--- src/rtl/stopwatch_time_core.sv ---
// Stopwatch time core: turns the 10 ms timebase into single-cycle ticks,
// counts mm:ss.cc in BCD, and runs the start/lap key state machine.
// All outputs come straight from flops; nothing combinational reaches a pin.
module stopwatch_time_core #(
  parameter int SYNC_STAGES = 2,
  parameter int MAX_MIN     = 59
) (
  input  logic       clk_50,
  input  logic       reset,
  input  logic       clk_10ms,
  input  logic       key_start_n,
  input  logic       key_lap_n,
  output logic       work,
  output logic [7:0] cs_bcd,
  output logic [7:0] sec_bcd,
  output logic [7:0] min_bcd,
  output logic       lap_active,
  output logic       overflow
);

  localparam logic [3:0] MAX_MIN_T = 4'(MAX_MIN / 10);
  localparam logic [3:0] MAX_MIN_U = 4'(MAX_MIN % 10);

  typedef enum logic [1:0] {
    S_IDLE  = 2'd0,
    S_RUN   = 2'd1,
    S_LAP   = 2'd2,
    S_PAUSE = 2'd3
  } state_e;

  // Digit-wise BCD increment of {min_t,min_u,sec_t,sec_u,cs_t,cs_u}.
  // Bit 24 of the result flags the wrap past MAX_MIN:59.99.
  function automatic logic [24:0] bcd_inc(input logic [23:0] cnt);
    logic [3:0] mt, mu, st, su, ct, cu;
    logic       wrap;
    {mt, mu, st, su, ct, cu} = cnt;
    wrap = 1'b0;
    if (cu != 4'd9) begin
      cu = cu + 4'd1;
    end else begin
      cu = 4'd0;
      if (ct != 4'd9) begin
        ct = ct + 4'd1;
      end else begin
        ct = 4'd0;
        if (su != 4'd9) begin
          su = su + 4'd1;
        end else begin
          su = 4'd0;
          if (st != 4'd5) begin
            st = st + 4'd1;
          end else begin
            st = 4'd0;
            if ((mt == MAX_MIN_T) && (mu == MAX_MIN_U)) begin
              mt   = 4'd0;
              mu   = 4'd0;
              wrap = 1'b1;
            end else if (mu != 4'd9) begin
              mu = mu + 4'd1;
            end else begin
              mu = 4'd0;
              mt = mt + 4'd1;
            end
          end
        end
      end
    end
    return {wrap, mt, mu, st, su, ct, cu};
  endfunction

  logic [SYNC_STAGES-1:0] clk_sync_q, start_sync_q, lap_sync_q;
  logic                   clk_hist_q, start_hist_q, lap_hist_q;
  logic                   tick_s, start_p_s, lap_p_s, count_en_s;
  logic [24:0]            inc_s;

  state_e      state_q, state_d;
  logic [23:0] cnt_q, cnt_d;
  logic [23:0] disp_q, disp_d;
  logic        ovf_q, ovf_d;
  logic        work_q, work_d;
  logic        lap_q, lap_d;

  // Synchronise the asynchronous inputs; idle level of all three is 1.
  always_ff @(posedge clk_50) begin
    if (!reset) begin
      clk_sync_q   <= '1;
      start_sync_q <= '1;
      lap_sync_q   <= '1;
      clk_hist_q   <= 1'b1;
      start_hist_q <= 1'b1;
      lap_hist_q   <= 1'b1;
    end else begin
      clk_sync_q   <= {clk_sync_q[SYNC_STAGES-2:0], clk_10ms};
      start_sync_q <= {start_sync_q[SYNC_STAGES-2:0], key_start_n};
      lap_sync_q   <= {lap_sync_q[SYNC_STAGES-2:0], key_lap_n};
      clk_hist_q   <= clk_sync_q[SYNC_STAGES-1];
      start_hist_q <= start_sync_q[SYNC_STAGES-1];
      lap_hist_q   <= lap_sync_q[SYNC_STAGES-1];
    end
  end

  assign tick_s     = clk_sync_q[SYNC_STAGES-1] & ~clk_hist_q;
  assign start_p_s  = ~start_sync_q[SYNC_STAGES-1] & start_hist_q;
  assign lap_p_s    = ~lap_sync_q[SYNC_STAGES-1] & lap_hist_q;
  assign count_en_s = tick_s & ((state_q == S_RUN) | (state_q == S_LAP));
  assign inc_s      = bcd_inc(cnt_q);

  // Next state, counter and display values; tick is judged on the old state.
  always_comb begin
    state_d = state_q;
    cnt_d   = cnt_q;
    ovf_d   = ovf_q;
    if (count_en_s) begin
      cnt_d = inc_s[23:0];
      ovf_d = ovf_q | inc_s[24];
    end else begin
      cnt_d = cnt_q;
    end
    case (state_q)
      S_IDLE: begin
        cnt_d = 24'd0;
        ovf_d = 1'b0;
        if (start_p_s) begin
          state_d = S_RUN;
        end else begin
          state_d = S_IDLE;
        end
      end
      S_RUN: begin
        if (start_p_s) begin
          state_d = S_PAUSE;
        end else if (lap_p_s) begin
          state_d = S_LAP;
        end else begin
          state_d = S_RUN;
        end
      end
      S_LAP: begin
        if (start_p_s) begin
          state_d = S_PAUSE;
        end else if (lap_p_s) begin
          state_d = S_RUN;
        end else begin
          state_d = S_LAP;
        end
      end
      S_PAUSE: begin
        if (start_p_s) begin
          state_d = S_RUN;
        end else if (lap_p_s) begin
          state_d = S_IDLE;
          cnt_d   = 24'd0;
          ovf_d   = 1'b0;
        end else begin
          state_d = S_PAUSE;
        end
      end
      default: begin
        state_d = S_IDLE;
        cnt_d   = 24'd0;
        ovf_d   = 1'b0;
      end
    endcase
    // While in LAP the display keeps what it showed when the lap was taken.
    disp_d = (state_d == S_LAP) ? disp_q : cnt_d;
    work_d = (state_d == S_RUN) | (state_d == S_LAP);
    lap_d  = (state_d == S_LAP);
  end

  // State, counter and output registers.
  always_ff @(posedge clk_50) begin
    if (!reset) begin
      state_q <= S_IDLE;
      cnt_q   <= 24'd0;
      disp_q  <= 24'd0;
      ovf_q   <= 1'b0;
      work_q  <= 1'b0;
      lap_q   <= 1'b0;
    end else begin
      state_q <= state_d;
      cnt_q   <= cnt_d;
      disp_q  <= disp_d;
      ovf_q   <= ovf_d;
      work_q  <= work_d;
      lap_q   <= lap_d;
    end
  end

  assign work       = work_q;
  assign min_bcd    = disp_q[23:16];
  assign sec_bcd    = disp_q[15:8];
  assign cs_bcd     = disp_q[7:0];
  assign lap_active = lap_q;
  assign overflow   = ovf_q;

endmodule

--- config.mk ---
export PLATFORM = sky130hd
export DESIGN_NAME = stopwatch_time_core
export DESIGN_NICKNAME = d
export VERILOG_FILES = /design/src/rtl/stopwatch_time_core.sv
export SDC_FILE = /design/constraint.sdc
export NUM_CORES = 1
export LEC_CHECK = 0
export ABC_AREA = 1
export CAP_MARGIN = 20
export CORE_UTILIZATION = 55
export DETAILED_ROUTE_END_ITERATION = 12
export PLACE_DENSITY = 0.78
export SKIP_LAST_GASP = 1
export SLEW_MARGIN = 20
export SYNTH_ARGS = -nofsm -noshare
export SYNTH_HDL_FRONTEND = slang
export SYNTH_SLANG_ARGS = --single-unit
--- constraint.sdc ---
create_clock -name clk_50 -period 2.1 [get_ports clk_50]
set_input_delay 0.42 -clock clk_50 [delete_from_list [all_inputs] [get_ports clk_50]]
set_output_delay 0.42 -clock clk_50 [all_outputs]
set_load 0.05 [all_outputs]
==> impl_metrics.tcl, run 1 <==
# flow metrics
set metrics [dict create \
    worst-path-buf-inv 1 \
    top_layer "met4" \
    ys_seq_share_pct 44.2 \
    grt_use_total_pct 23.9 \
    r2r_start "state_q[0]$_SDFF_PN0_" \
    die_h_um 73.5 \
    area_share_clock_buf_inv_pct 5.84 \
    critPathCapture "disp_q[12]$_SDFFE_PN0N_" \
    clkbuf_count 12 \
    dp_hpwl_um 4140 \
    yosys.area_share.xor_xnor_pct 0.624 \
    final-nonclk-buf-share_pct 10.8 \
    crit_path_top_delay_cell "dfxtp_1" \
    tns_ns 0 \
    pg_clk_mw 1.04 \
    ys_types 30 \
    signal_buffers 39 \
    worst_slack_ns 0.137 \
    fmax_mhz 509 \
    antenna_cells 0 \
    drv_cap 0 \
    dr.pass1.iters 4 \
    cts_buffers 9 \
    comb_area_mm2 0.00132 \
    switching_share_pct 20.6 \
    largestClassByArea "logic gates" \
    holdPathEnd "lap_sync_q[1]$_SDFF_PN1_" \
    synthToLayoutAreaGrowth_pct 22.1 \
    top_cells_by_count "80 x nand2_1, 62 x dfxtp_1, 51 x inv_1" \
    final-setup-viol-count 0 \
    cp_top_family "simple AND/OR/NAND/NOR gates" \
    p_sw_uw 471 \
    grt_max_degree 21 \
    synth_area_mm2 0.00281 \
    clk_pin_slew_ns 0.06 \
    h-tree-depth 3 \
    warnings 33 \
    top_cell "nand2_1" \
    p_int_mw 1.81 \
    yosys_area_mm2 0.00281 \
    holdWs_ns 0.415 \
    topCellsByArea "dfxtp_1 44%, nand2_1 11%, inv_1 6.8%" \
    outcome "completed" \
    cts_tree "done" \
    hold_viol 0 \
    grt_use_met3_pct 5.49 \
    grt_pass1_wl_um 9780 \
    wl_met1_um 2790 \
    vias 2401 \
    cp_cell_sequence "inv_1 -> ha_1 -> nand2_2 -> nor2_4 -> nand3_4 -> nor2_4 -> o21ai_0 -> nand3_1 -> a21oi_1" \
    syn_avg_cell_area_um2 7.51 \
    cp.arrival_ns 2.19 \
    drc 0 \
]
-- run 1: placed cells by master, fill, tap and decap left out --
cell type	count
a22oi_1	1
clkbuf_8	11
nor2_2	6
buf_4	8
nor2_1	40
o21ai_1	3
ha_2	1
nand3_4	1
a31oi_1	1
o21ai_0	10
bufinv_16	1
a21oi_1	21
a21oi_2	6
inv_1	50
o22ai_1	1
dfxtp_1	61
clkdlybuf4s50_1	31
nor3_1	5
nor2_4	5
clkbuf_1	1
nand3_1	32
nand2_1	80
o22a_1	1
xor2_1	1
clkinv_2	3
nand3_2	2
dfxtp_2	1
nand3b_1	3
or2_2	10
inv_2	5
nand2_2	5
xnor2_1	1
ha_1	12
and2_1	1
Run 1, register map, names as in the netlist:
Drawn at 4 px/um. Other sequential cells in the stronger grey, the rest of the logic in the fainter grey.
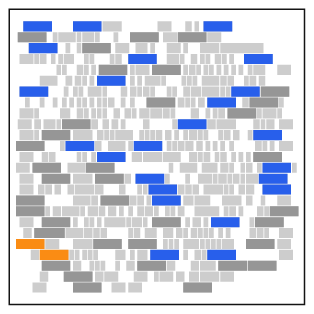
`start_sync_q`: marked orange, placed flops 2. `cnt_q`: marked blue, placed flops 24, where all over the die.
Another 36 sequential cells are not coloured.
Final Util: 71.1%
Seq group: 1.19 mW
Sequential Area: 0.00124 mm^2
Seq area share: 36.3%

Run 1, placement view:
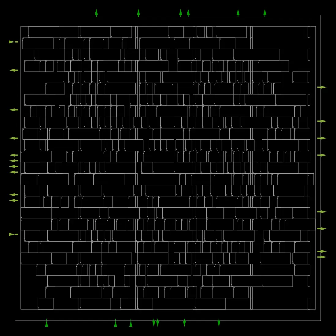
Fillers: 416
Rows: 25

Run 1, wires at chosen ports, followed through buffers:
Drawn at 6 px/um.
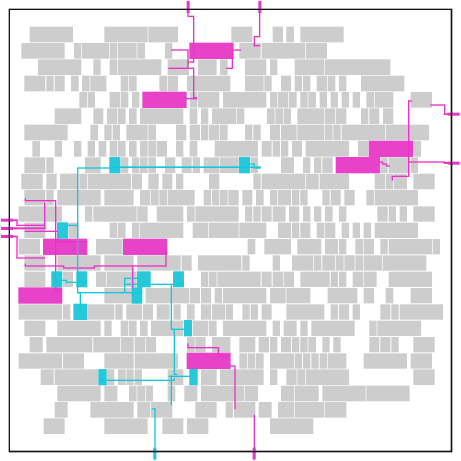
`reset`: marked cyan, direction input, end cells 12, buffers 2, wire 138 um. `sec_bcd`: marked magenta, direction output, end cells 8, buffers 8, wire 185 um.
Port Buf Inserts: 31
I/O pin cnt: 32

--- run 2 (diff from run 1) ---
==> constraint.sdc (replaced) <==
create_clock -name clk_50 -period 2.1 [get_ports clk_50]
set_input_delay 0.42 -clock clk_50 [delete_from_list [all_inputs] [get_ports clk_50]]
set_output_delay 0.42 -clock clk_50 [all_outputs]
set_load 0.02 [all_outputs]
Run 2, placement view:
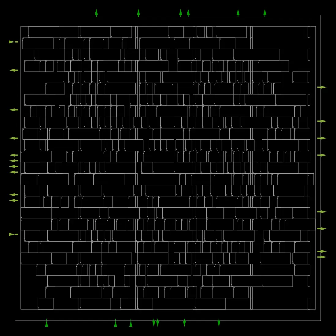
fin cells: 488
CORE AREA: 0.00482 mm^2
flop count: 62
tap cells: 67

Run 2, placed cells, one colour a class:
Drawn at 4 px/um.
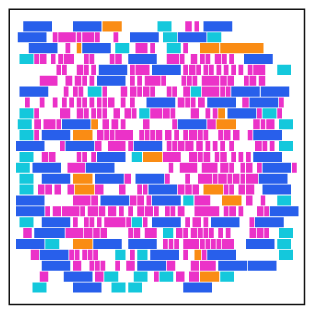
flip-flops: marked blue, cells 62, share of their area 37%. other buffers and delay cells: marked cyan, cells 39, share of their area 11%. all other logic: marked magenta, cells 304, share of their area 46%. clock drivers and dummy loads: marked orange, cells 16, share of their area 6.0%.
Post-Layout Inst Area: 0.00343 mm^2

==> run 2 against run 1 <==
Compared with the run above:
- count of clock-buffer cells in the layout unchanged
- synthesized area unchanged
- maximum frequency unchanged
- via count unchanged
- critical endpoint unchanged
- largest power group unchanged
- sequential power about the same
- wire length unchanged
- clock skew unchanged
- worst setup slack unchanged
- non-clock buffer count unchanged
==> impl_metrics.tcl, run 2 <==
# flow metrics
set metrics [dict create \
    final_common_cell "nand2_1" \
    largestClassByArea "logic gates" \
    final-nonclk-buf-share_pct 10.8 \
    clkbuf_count 12 \
    topCellsByArea "dfxtp_1 44%, nand2_1 11%, inv_1 6.8%" \
    ys_types 30 \
    outcome "completed" \
    grt_pass1_wl_um 9780 \
    ios 32 \
    signal_buffers 39 \
    fmax_mhz 509 \
    holdPathEnd "lap_sync_q[1]$_SDFF_PN1_" \
    ys_seq_share_pct 44.2 \
    p_seq_mw 1.19 \
    seq_area_mm2 0.00124 \
    rows 25 \
    yosys_area_mm2 0.00281 \
    drc 0 \
    die_h_um 73.5 \
    clk_pin_slew_ns 0.06 \
    cp_top_family "simple AND/OR/NAND/NOR gates" \
    top_cell "nand2_1" \
    p_int_mw 1.81 \
    synth_area_mm2 0.00281 \
    r2r_start "state_q[0]$_SDFF_PN0_" \
    top_cells_by_count "80 x nand2_1, 62 x dfxtp_1, 51 x inv_1" \
    p_sw_uw 470 \
    final-setup-viol-count 0 \
    lay_top_cells "80 x nand2_1, 61 x dfxtp_1, 50 x inv_1" \
    vias 2401 \
    area_share_clock_buf_inv_pct 5.84 \
    cp_cell_sequence "inv_1 -> ha_1 -> nand2_2 -> nor2_4 -> nand3_4 -> nor2_4 -> o21ai_0 -> nand3_1 -> a21oi_1" \
    tns_ns 0 \
    port_buffers 31 \
    pg_clk_mw 1.04 \
    switching_share_pct 20.6 \
    dr.pass1.iters 4 \
    grt_use_total_pct 23.9 \
    synthToLayoutAreaGrowth_pct 22.1 \
    seq_area_share_pct 36.3 \
    top_layer "met4" \
    hold_viol 0 \
    warnings 33 \
    wl_met1_um 2790 \
    final_util_pct 71.1 \
    worst_slack_ns 0.137 \
    syn_avg_cell_area_um2 7.51 \
    h-tree-depth 3 \
    comb_area_mm2 0.00132 \
    crit_path_top_delay_cell "dfxtp_1" \
    drv_cap 0 \
]
-- run 2: kinds of logic (layout without fill, tap and decap cells) --
family                   after synthesis  count (layout)  share of synthesized area (%)
flip-flops                            62              62                           44.2
adder cells (fa/ha/maj)               13              13                           5.79
AND-OR/OR-AND                         44              44                           8.96
XOR/XNOR                               2               2                          0.624
buffers and inverters                 63             110                           8.73
AND/OR/NAND/NOR                      190             190                           31.7
-- run 2: routing by layer --
metal	vias to the layer above	track usage (%)
met3	11	5.49
met5	-	0
li1	1254	-
met2	49	37.6
met1	1087	30.9
met4	0	11.5
-- run 2: timing repair --
| item | CTS | global route |
|---|---|---|
| resized | 0 | 5 |
| setup buffers | 0 | 3 |
| endpoints found under the setup margin | 0 | 18 |
--- run 3 (diff from run 2) ---
--- a/config.mk
+++ b/config.mk
@@ -9,6 +9,7 @@
 export CAP_MARGIN = 20
 export CORE_UTILIZATION = 55
 export DETAILED_ROUTE_END_ITERATION = 12
+export GPL_ROUTABILITY_DRIVEN = 0
 export PLACE_DENSITY = 0.78
 export SKIP_LAST_GASP = 1
 export SLEW_MARGIN = 20
Run 3, clock distribution:
Drawn at 4 px/um.
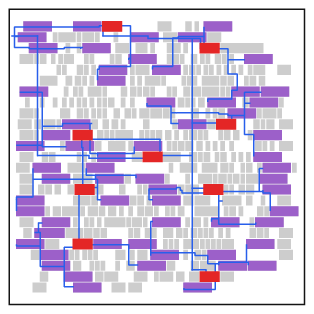
flip-flops: marked purple, count 62. clock wires: marked blue, length 736 um. cells driving clock nets: marked red, count 9.
There are 10 routed clock nets. Position of the flops: all over the die.
P_clk: 1.04 mW
Clock power frac: 45.8%
clock skew: 0.00416 ns
Latency at later pin: 0.34 ns

==> run 3 against run 2 <==
Compared with the run above:
- utilization did not move
- worst setup slack did not move
- synthesized area did not move
- die size did not move
- sequential cell count did not move
- critical path type unchanged
- critical endpoint unchanged
==> impl_metrics.tcl, run 3 <==
# flow metrics
set metrics [dict create \
    outcome "completed" \
    fin_cells 488 \
    largestClassByArea "logic gates" \
    seq_area_share_pct 36.3 \
    r2r_start "state_q[0]$_SDFF_PN0_" \
    top_cell "nand2_1" \
    tns_ns 0 \
    lay_top_cells "80 x nand2_1, 61 x dfxtp_1, 50 x inv_1" \
    final_util_pct 71.1 \
    top_layer "met4" \
    core_mm2 0.00482 \
    grt_pass1_wl_um 9780 \
    drv_cap 0 \
    vias 2401 \
    drc 0 \
    top_cells_by_count "80 x nand2_1, 62 x dfxtp_1, 51 x inv_1" \
    p_total_mw 2.28 \
    relSlewSlack_pct 75.5 \
    signal_buffers 39 \
    grtUsageMet2_pct 37.6 \
    topCellsByArea "dfxtp_1 44%, nand2_1 11%, inv_1 6.8%" \
    fmax_mhz 509 \
    synth_nets 392 \
    grt_use_met3_pct 5.49 \
    n_tap_cell 67 \
    edf_count 0 \
    synthToLayoutAreaGrowth_pct 22.1 \
    grt_use_total_pct 23.9 \
    final_common_cell "nand2_1" \
    fin_area_mm2 0.00343 \
    comb_area_mm2 0.00132 \
    cp.arrival_ns 2.19 \
    met1_usage_pct 30.9 \
    clk_pin_slew_ns 0.06 \
    flops 62 \
    ios 32 \
    syn_avg_cell_area_um2 7.51 \
    h-tree-depth 3 \
    yosys_area_mm2 0.00281 \
    crit_path_top_delay_cell "dfxtp_1" \
    synth_area_mm2 0.00281 \
    ys_types 30 \
    port_buffers 31 \
    cts.path.max_buffers 2 \
    die_h_um 73.5 \
    final-setup-viol-count 0 \
    setup.worst_path.start "state_q[0]$_SDFF_PN0_" \
    hold_viol 0 \
    clkbuf_count 12 \
    cp_cell_sequence "inv_1 -> ha_1 -> nand2_2 -> nor2_4 -> nand3_4 -> nor2_4 -> o21ai_0 -> nand3_1 -> a21oi_1" \
    ys_seq_share_pct 44.2 \
    wl_met1_um 2790 \
    cp_top_family "simple AND/OR/NAND/NOR gates" \
    top_usage_layer "met2" \
    worst_slack_ns 0.137 \
    dr.pass1.iters 4 \
    warnings 33 \
    area_share_clock_buf_inv_pct 5.84 \
    final-nonclk-buf-share_pct 10.8 \
    holdPathEnd "lap_sync_q[1]$_SDFF_PN1_" \
]
Run 3, wires at chosen ports, followed through buffers:
Drawn at 6 px/um.
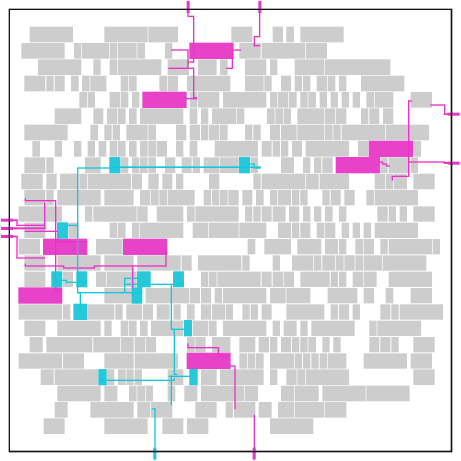
`reset`: marked cyan, direction input, end cells 12, buffers 2, wire 138 um. `sec_bcd`: marked magenta, direction output, end cells 8, buffers 8, wire 185 um.

-- run 3: cell counts after synthesis --
Identical to the previous run, type by type.
-- run 3: cell families after synthesis --
family                     after synthesis  synth area share [%]
and+or+nand+nor                        190                  31.7
AOI/OAI and AO/OA                       44                  8.96
DFF                                     62                  44.2
xor gates and xnor gates                 2                 0.624
buffers and inverters                   63                  8.73
adders and majority gates               13                  5.79
-- run 3: repair_timing --
action                                  in CTS  in global routing
buffers inserted                             0                  3
endpoints found under the setup margin       0                 18
resized                                      0                  5
hold buffers                                 0                  0
-- run 3: power by group --
group / total (mW) / switching (mW) / internal, mW / leakage, nW
clock network: 1.04 / 0.438 / 0.607 / 0.106
logic: 0.0496 / 0.0283 / 0.0213 / 0.968
registers: 1.19 / 0.00340 / 1.18 / 0.502
total: 2.28 / 0.470 / 1.81 / 1.58
No activity file was given, so power comes from the tool's default toggle rates.
